### Signal wires on met4, run 1

The bar under the picture is 20 um long.
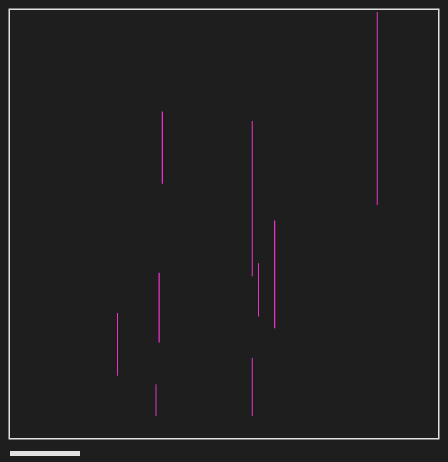
### Drive-strength map, run 1

The bar under the picture is 20 um long.
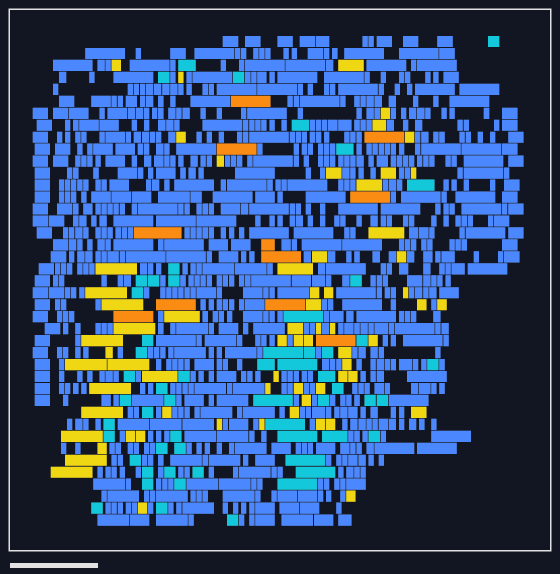
### Clock wiring as the flow saved it, run 1

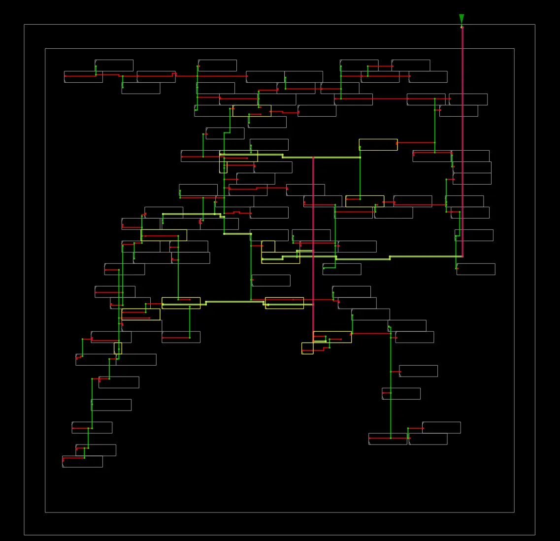
### I/O pins on the die edge, run 1

Pins as bars across the die edge, other pins in grey.
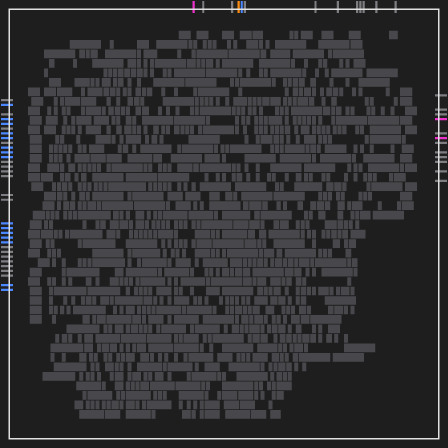
<file path="src/rtl/fp_pkg.sv">
// Shared types and helpers for the pipelined floating-point multiplier.
package fp_pkg;

   // Operand-pair classification decided in S1; specials bypass the arithmetic path
   typedef enum logic [1:0] {
      K_NORM = 2'd0,
      K_ZERO = 2'd1,
      K_INF  = 2'd2,
      K_NAN  = 2'd3
   } kind_t;

   // Bit positions inside flags = {invalid, overflow, underflow}
   localparam int FLAGS_W = 3;
   localparam int FLG_INV = 2;
   localparam int FLG_OVF = 1;
   localparam int FLG_UNF = 0;

   // Exponent bias for a given exponent width
   function automatic int bias(input int exp_w);
      return (1 << (exp_w - 1)) - 1;
   endfunction

endpackage

</file>
<file path="src/rtl/fp_round_pack.sv">
// S3 combinational: normalise product, RNE round, range check and pack result + flags.
module fp_round_pack
   import fp_pkg::*;
#(
   parameter int EXP_W = 8,
   parameter int MAN_W = 7
) (
   input  logic                      sign,
   input  kind_t                     kind,
   input  logic                      inv,
   input  logic signed [EXP_W+1:0]   exp_in,
   input  logic [2*MAN_W+1:0]        p,
   output logic [EXP_W+MAN_W:0]      y,
   output logic [FLAGS_W-1:0]        flags
);
   localparam int N  = 1 + EXP_W + MAN_W;
   localparam int PW = 2*MAN_W + 2;
   localparam int EW = EXP_W + 2;
   localparam logic signed [EW-1:0] EMAX  = EW'((1 << EXP_W) - 1);
   localparam logic signed [EW-1:0] EZERO = '0;
   localparam logic [N-1:0] QNAN = {1'b0, {EXP_W{1'b1}}, 1'b1, {(MAN_W-1){1'b0}}};

   logic [PW-2:0]          pn;
   logic [MAN_W-1:0]       man;
   logic                   g, r, st, up, carry;
   logic [MAN_W:0]         man_r;
   logic signed [EW-1:0]   e_f;

   // Drop the leading one; a product in [2,4) already sits one bit higher
   assign pn    = p[PW-1] ? p[PW-2:0] : {p[PW-3:0], 1'b0};
   assign man   = pn[PW-2 -: MAN_W];
   assign g     = pn[MAN_W];
   assign r     = pn[MAN_W-1];
   assign st    = |pn[MAN_W-2:0];
   assign up    = g & (r | st | man[0]);
   assign man_r = {1'b0, man} + (MAN_W+1)'(up);
   assign carry = man_r[MAN_W];
   // On rounding carry-out man_r low bits are already zero
   assign e_f   = exp_in + EW'(p[PW-1]) + EW'(carry);

   // Specials first, then overflow/underflow on the final exponent
   always_comb begin
      y     = {sign, e_f[EXP_W-1:0], man_r[MAN_W-1:0]};
      flags = '0;
      case (kind)
         K_NAN: begin
            y              = QNAN;
            flags[FLG_INV] = inv;
         end
         K_INF:  y = {sign, {EXP_W{1'b1}}, {MAN_W{1'b0}}};
         K_ZERO: y = {sign, {(N-1){1'b0}}};
         default: begin
            if (e_f >= EMAX) begin
               y              = {sign, {EXP_W{1'b1}}, {MAN_W{1'b0}}};
               flags[FLG_OVF] = 1'b1;
            end else if (e_f <= EZERO) begin
               y              = {sign, {(N-1){1'b0}}};
               flags[FLG_UNF] = 1'b1;
            end
         end
      endcase
   end

endmodule

</file>
<file path="src/rtl/fp_mul_pipe.sv">
// 3-stage FP multiplier: S1 classify/exp sum, S2 mantissa product, S3 round/pack.
// Whole pipeline advances together; a stalled output freezes every stage.
module fp_mul_pipe
   import fp_pkg::*;
#(
   parameter  int EXP_W = 8,
   parameter  int MAN_W = 7,
   localparam int N     = 1 + EXP_W + MAN_W
) (
   input  logic          clk,
   input  logic          rst_n,
   input  logic          in_valid,
   output logic          in_ready,
   input  logic [N-1:0]  a,
   input  logic [N-1:0]  b,
   output logic          out_valid,
   input  logic          out_ready,
   output logic [N-1:0]  y,
   output logic [2:0]    flags
);
   localparam int STAGES = 3;
   localparam int PW     = 2*MAN_W + 2;
   localparam int EW     = EXP_W + 2;
   localparam logic signed [EW-1:0] BIAS = EW'(bias(EXP_W));

   logic                 rdy_en, adv, acc;
   logic [STAGES:1]      vld_pipe;

   logic [EXP_W-1:0]     ea, eb;
   logic [MAN_W-1:0]     fa, fb;
   logic                 a_nan, b_nan, a_inf, b_inf, a_zero, b_zero, a_snan, b_snan;
   kind_t                kind;
   logic                 inv;
   logic signed [EW-1:0] esum;

   logic                 s1_sign, s1_inv;
   kind_t                s1_kind;
   logic signed [EW-1:0] s1_exp;
   logic [MAN_W:0]       s1_ma, s1_mb;

   logic                 s2_sign, s2_inv;
   kind_t                s2_kind;
   logic signed [EW-1:0] s2_exp;
   logic [PW-1:0]        s2_p;

   logic [N-1:0]         rp_y;
   logic [FLAGS_W-1:0]   rp_flags;

   assign adv       = !vld_pipe[STAGES] | out_ready;
   assign in_ready  = rdy_en & adv;
   assign acc       = in_valid & in_ready;
   assign out_valid = vld_pipe[STAGES];

   assign ea     = a[N-2 -: EXP_W];
   assign eb     = b[N-2 -: EXP_W];
   assign fa     = a[MAN_W-1:0];
   assign fb     = b[MAN_W-1:0];
   assign a_nan  = (&ea) & (|fa);
   assign b_nan  = (&eb) & (|fb);
   assign a_inf  = (&ea) & ~(|fa);
   assign b_inf  = (&eb) & ~(|fb);
   assign a_zero = ~(|ea);
   assign b_zero = ~(|eb);
   assign a_snan = a_nan & ~fa[MAN_W-1];
   assign b_snan = b_nan & ~fb[MAN_W-1];
   assign esum   = EW'(ea) + EW'(eb) - BIAS;

   // Special-value priority: NaN / Inf*0, then Inf, then zero (subnormals flush)
   always_comb begin
      kind = K_NORM;
      inv  = 1'b0;
      if (a_nan | b_nan | (a_inf & b_zero) | (b_inf & a_zero)) begin
         kind = K_NAN;
         inv  = a_snan | b_snan | (a_inf & b_zero) | (b_inf & a_zero);
      end else if (a_inf | b_inf) begin
         kind = K_INF;
      end else if (a_zero | b_zero) begin
         kind = K_ZERO;
      end
   end

   // Input side only opens one cycle after reset release
   always_ff @(posedge clk or negedge rst_n) begin
      if (!rst_n) rdy_en <= 1'b0;
      else        rdy_en <= 1'b1;
   end

   // Stage registers; everything holds while the output is stalled
   always_ff @(posedge clk or negedge rst_n) begin
      if (!rst_n) begin
         vld_pipe <= '0;
         s1_sign  <= 1'b0;
         s1_inv   <= 1'b0;
         s1_kind  <= K_NORM;
         s1_exp   <= '0;
         s1_ma    <= '0;
         s1_mb    <= '0;
         s2_sign  <= 1'b0;
         s2_inv   <= 1'b0;
         s2_kind  <= K_NORM;
         s2_exp   <= '0;
         s2_p     <= '0;
         y        <= '0;
         flags    <= '0;
      end else if (adv) begin
         vld_pipe <= {vld_pipe[STAGES-1:1], acc};
         s1_sign  <= a[N-1] ^ b[N-1];
         s1_inv   <= inv;
         s1_kind  <= kind;
         s1_exp   <= esum;
         s1_ma    <= {1'b1, fa};
         s1_mb    <= {1'b1, fb};
         s2_sign  <= s1_sign;
         s2_inv   <= s1_inv;
         s2_kind  <= s1_kind;
         s2_exp   <= s1_exp;
         s2_p     <= PW'(s1_ma) * PW'(s1_mb);
         y        <= rp_y;
         flags    <= rp_flags;
      end
   end

   fp_round_pack #(.EXP_W(EXP_W), .MAN_W(MAN_W)) u_rp (
      .sign   (s2_sign),
      .kind   (s2_kind),
      .inv    (s2_inv),
      .exp_in (s2_exp),
      .p      (s2_p),
      .y      (rp_y),
      .flags  (rp_flags)
   );

endmodule

</file>
<file path="config.mk">
export PLATFORM = sky130hd
export DESIGN_NAME = fp_mul_pipe
export DESIGN_NICKNAME = d
export VERILOG_FILES = /design/src/rtl/fp_pkg.sv /design/src/rtl/fp_round_pack.sv /design/src/rtl/fp_mul_pipe.sv
export SDC_FILE = /design/constraint.sdc
export NUM_CORES = 1
export LEC_CHECK = 0
export ABC_AREA = 1
export CORE_MARGIN = 5
export CORE_UTILIZATION = 54
export DETAILED_ROUTE_END_ITERATION = 7
export PLACE_DENSITY = 0.78
export SYNTH_ARGS = -nofsm -noshare
export SYNTH_HDL_FRONTEND = slang
export SYNTH_HIERARCHICAL = 1
export SYNTH_SLANG_ARGS = --single-unit
</file>
<file path="constraint.sdc">
create_clock -name clk -period 3.7 [get_ports clk]
set_input_delay 0.74 -clock clk [delete_from_list [all_inputs] [get_ports clk]]
set_output_delay 0.74 -clock clk [all_outputs]
set_load 0.01 [all_outputs]
</file>
==> job_summary.md, run 1 <==
## Implementation flow summary

| Metric | Value |
|---|---|
| Result of the run | `finished with violations` |
| Violations in the final reports | `setup timing` |
| Pre-CTS setup slack | `-0.132 ns` |
| Relative slew slack | `0.339` |
| Slowest stage cell, crit path | `sky130_fd_sc_hd__fa_1` |
| First drt pass iteration count | `5` |
| WHS Endpoint | `s2_exp[2]` |
| Nets | `1189` |
| Chip area estimate from yosys synthesis | `0.00687 sq mm` |
| Start point of the critical path | `s1_mb[4]` |
| Setup violations, final | `6` |
| Setup Buffers After CTS | `10` |
| Combinational fraction of the cell area | `0.504` |
| Internal portion of total power | `4.27 mW` |
| Relative area change from synthesis to final layout | `21.0%` |
| # diodes | `0` |
| Placeable core region | `0.0126 sq mm` |
| Post-cts resize count | `33` |
| Total Die Area | `0.0151 sq mm` |
| Register area | `0.00207 sq mm` |
| Power per unit of standard cell area | `966 mW/mm^2` |
| Initial DRC Count | `405` |
| Filler instances | `1023` |
| Cell class ranked first by area | `multi-input combinational cells` |
| Number of vias in the routed layout | `6097` |
| Clock sink total | `82` |
| Area fraction of clock buffers and clock inverters | `0.0339` |
| Non-clock buffer area fraction after layout | `0.101` |
| Average wire length per cell after detail routing | `12.4 um` |
| Wire length of the first global-routing pass | `26500 um` |
| Worst-path clk slew | `0.06 ns` |
| Pin count of the biggest net entering global routing | `88` |
| Sequential portion of the cell area | `0.249` |
| Required time at the worst-slack endpoint | `3.87 ns` |
| Maximum level of the CTS H-tree | `3` |
| Buffers, non-clock | `94` |
| Warning total across the stage logs | `27` |
| Aggregate routed wire length | `15300 um` |
| Standby leakage power | `4.76 nW` |
| Routed wl met2 | `7300 um` |
| Met3 routing resource usage after global routing | `0.0364` |
| Number of instances in the synthesized netlist | `990` |
| Portion of netlist area occupied by mux cells | `0.00146` |
| Horizontal extent of the die | `123 um` |
| Min setup slack post-route | `-0.0443 ns` |
| Synth Area per Inst | `6.94 sq um` |
| RSZ-0062 raised after global routing | `yes` |
About 'Signal wires on met4':
main direction: vertical
longest straight run: 55.1 um
nets with wire on the layer: 9

About 'Drive-strength map':
legend:
  blue:
    size: _0 and _1 cells
    cells: 934
    share: 88%
    most_used: nand2_1
  orange:
    size: _6 and larger
    cells: 11
    share: 1.0%
    most_used: clkbuf_16
  cyan:
    size: _3 and _4 cells
    cells: 56
    share: 5.3%
    most_used: buf_4
  yellow:
    size: _2 cells
    cells: 65
    share: 6.1%
    most_used: nand2_2

About 'Clock wiring as the flow saved it':
reported clock group power: 0.860 mW
Worst-Skew Late Latency: 0.33 ns

About 'I/O pins on the die edge':
legend:
  orange:
    port: `out_valid`
    pins: 1
    direction: output
    edge: north
  magenta:
    port: `flags`
    pins: 3
    direction: output
    edge: 2 east, 1 north
  blue:
    port: `b`
    pins: 16
    direction: input
    edge: 15 west, 1 north
all pins by edge: 32 west, 13 north, 12 east

## Run 2: what changed since run 1
Settings changed: GPL_TIMING_DRIVEN set to 0.
### I/O pins on the die edge, run 2

Pins as bars across the die edge, other pins in grey.
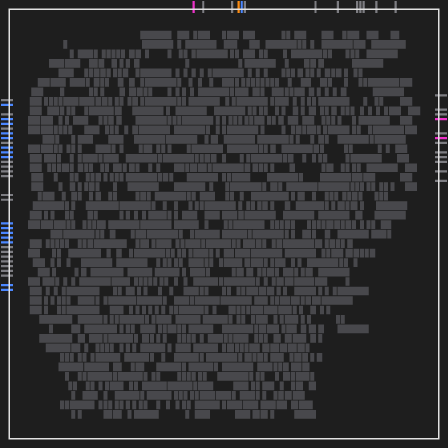
legend:
  blue:
    port: `b`
    pins: 16
    direction: input
    edge: 15 west, 1 north
  magenta:
    port: `flags`
    pins: 3
    direction: output
    edge: 2 east, 1 north
  orange:
    port: `out_valid`
    pins: 1
    direction: output
    edge: north
height of the die: 123 um
horizontal extent of the die: 123 um
number of input and output port buffers inserted: 56

==> run 2 against run 1 <==
The run still ends with setup timing left. Sequential power hardly changed. Synthesized cell count stayed put. First-iteration DRC count is 17% lower. Sequential cell count stayed put. Highest routed layer unchanged.
==> job_summary.md, run 2 <==
## Implementation flow summary

| Metric | Value |
|---|---|
| Reported clock group power | `0.881 mW (+2.4%)` |
| Worst-Skew Late Latency | `0.34 ns (about the same)` |
| Slowest stage cell, crit path | `sky130_fd_sc_hd__fa_1` |
| Internal portion of total power | `4.19 mW (-1.8%)` |
| Total Die Area | `0.0151 sq mm (unchanged)` |
| Required time at the worst-slack endpoint | `3.98 ns (+0.11 ns)` |
| RSZ-0062 raised after global routing | `yes` |
| Pre-CTS setup slack | `-0.351 ns (-0.220 ns)` |
| Setup violations, final | `8 (+2)` |
| Start point of the critical path | `s1_ma[7]` |
| Aggregate routed wire length | `16000 um (+4.3%)` |
| Buffers, non-clock | `94 (unchanged)` |
| Met3 routing resource usage after global routing | `0.0396 (+0.00323)` |
| Register area | `0.00206 sq mm (-0.18%)` |
| # diodes | `0 (unchanged)` |
| Violations in the final reports | `setup timing` |
| Placeable core region | `0.0126 sq mm (unchanged)` |
| Result of the run | `finished with violations` |
| Portion of netlist area occupied by mux cells | `0.00146 (unchanged)` |
| Power per unit of standard cell area | `983 mW/mm^2 (+1.7%)` |
| First drt pass iteration count | `5 (unchanged)` |
| Synth Area per Inst | `6.94 sq um (unchanged)` |
| Number of instances in the synthesized netlist | `990 (unchanged)` |
| Min setup slack post-route | `-0.187 ns (-0.143 ns)` |
| Number of vias in the routed layout | `6083 (-0.23%)` |
## Run 3: what changed since run 2
Settings changed: HOLD_SLACK_MARGIN set to 0.1.
### Clock wires, drivers and flops, run 3

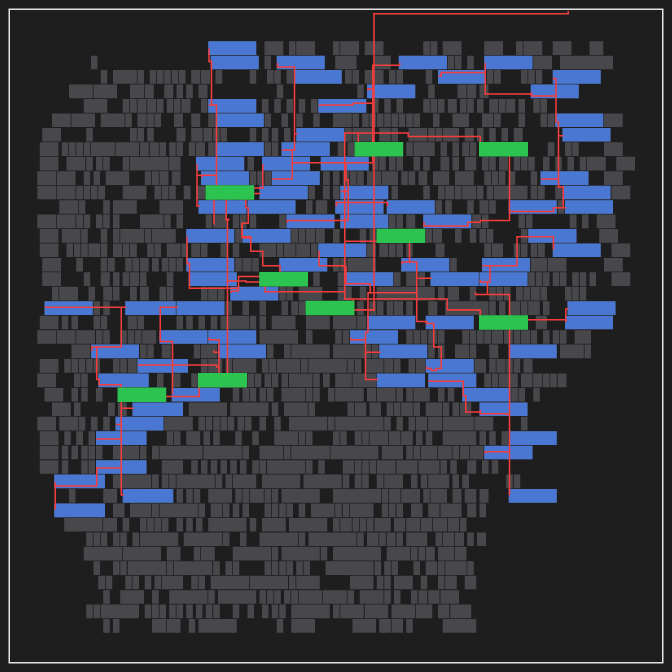
legend:
  green:
    item: clock drivers
    count: 9
  blue:
    item: flip-flops
    count: 82
  red:
    item: clock wires
    length: 997 um
routed clock nets: 10
share of total power in the clock network: 0.107
Worst-Skew Late Latency: 0.34 ns
Post-Route Skew: 0.00848 ns
reported clock group power: 0.881 mW

==> run 3 against run 2 <==
The run still ends with setup timing left. First-iteration DRC count unchanged. Synthesized area unchanged. Clock-buffer cell count unchanged. Final area unchanged. Maximum frequency unchanged. Critical path depth unchanged. Non-clock buffer count unchanged. Synthesized cell count unchanged. Die area unchanged. Setup slack unchanged. Total power unchanged.
==> job_summary.md, run 3 <==
## Implementation flow summary

| Metric | Value |
|---|---|
| Number of input and output port buffers inserted | `56 (unchanged)` |
| First drt pass iteration count | `5 (unchanged)` |
| Result of the run | `finished with violations` |
| # rows | `41` |
| Synth Area per Inst | `6.94 sq um (unchanged)` |
| Remaining DRCs | `0` |
| Met3 routing resource usage after global routing | `0.0396 (unchanged)` |
| RSZ-0062 raised after global routing | `yes` |
| Max capacitance violation total | `0` |
| Internal portion of total power | `4.19 mW (unchanged)` |
| Placeable core region | `0.0126 sq mm (unchanged)` |
| Pre-CTS setup slack | `-0.351 ns (unchanged)` |
| Initial cell density of the core | `0.546` |
| Portion of netlist area occupied by mux cells | `0.00146 (unchanged)` |
| Start point of the critical path | `s1_ma[7]` |
| Violations in the final reports | `setup timing` |
| Kind of cell adding the most delay to the critical path | `adder cells` |
| Horizontal extent of the die | `123 um (unchanged)` |
| Height of the die | `123 um (unchanged)` |
| Relative slew slack | `0.656` |
| Slowest stage cell, crit path | `sky130_fd_sc_hd__fa_1` |
| Avg Vias per Cell | `4.91` |
| Chip area estimate from yosys synthesis | `0.00687 sq mm` |
| Setup violations, final | `8 (unchanged)` |
| Non-clock buffer area fraction after layout | `0.101` |
| Register area | `0.00206 sq mm (unchanged)` |
| Min setup slack post-route | `-0.187 ns (unchanged)` |
| # diodes | `0 (unchanged)` |
| Share of cells above drive strength 1 | `0.122` |
| Number of instances in the synthesized netlist | `990 (unchanged)` |
| Number of different library cells in the post-synthesis netlist | `38` |
| Power per unit of standard cell area | `983 mW/mm^2 (unchanged)` |
| Buffers, non-clock | `94 (unchanged)` |
| Required time at the worst-slack endpoint | `3.98 ns (about the same)` |
Power is estimated from default activity; no workload was simulated.
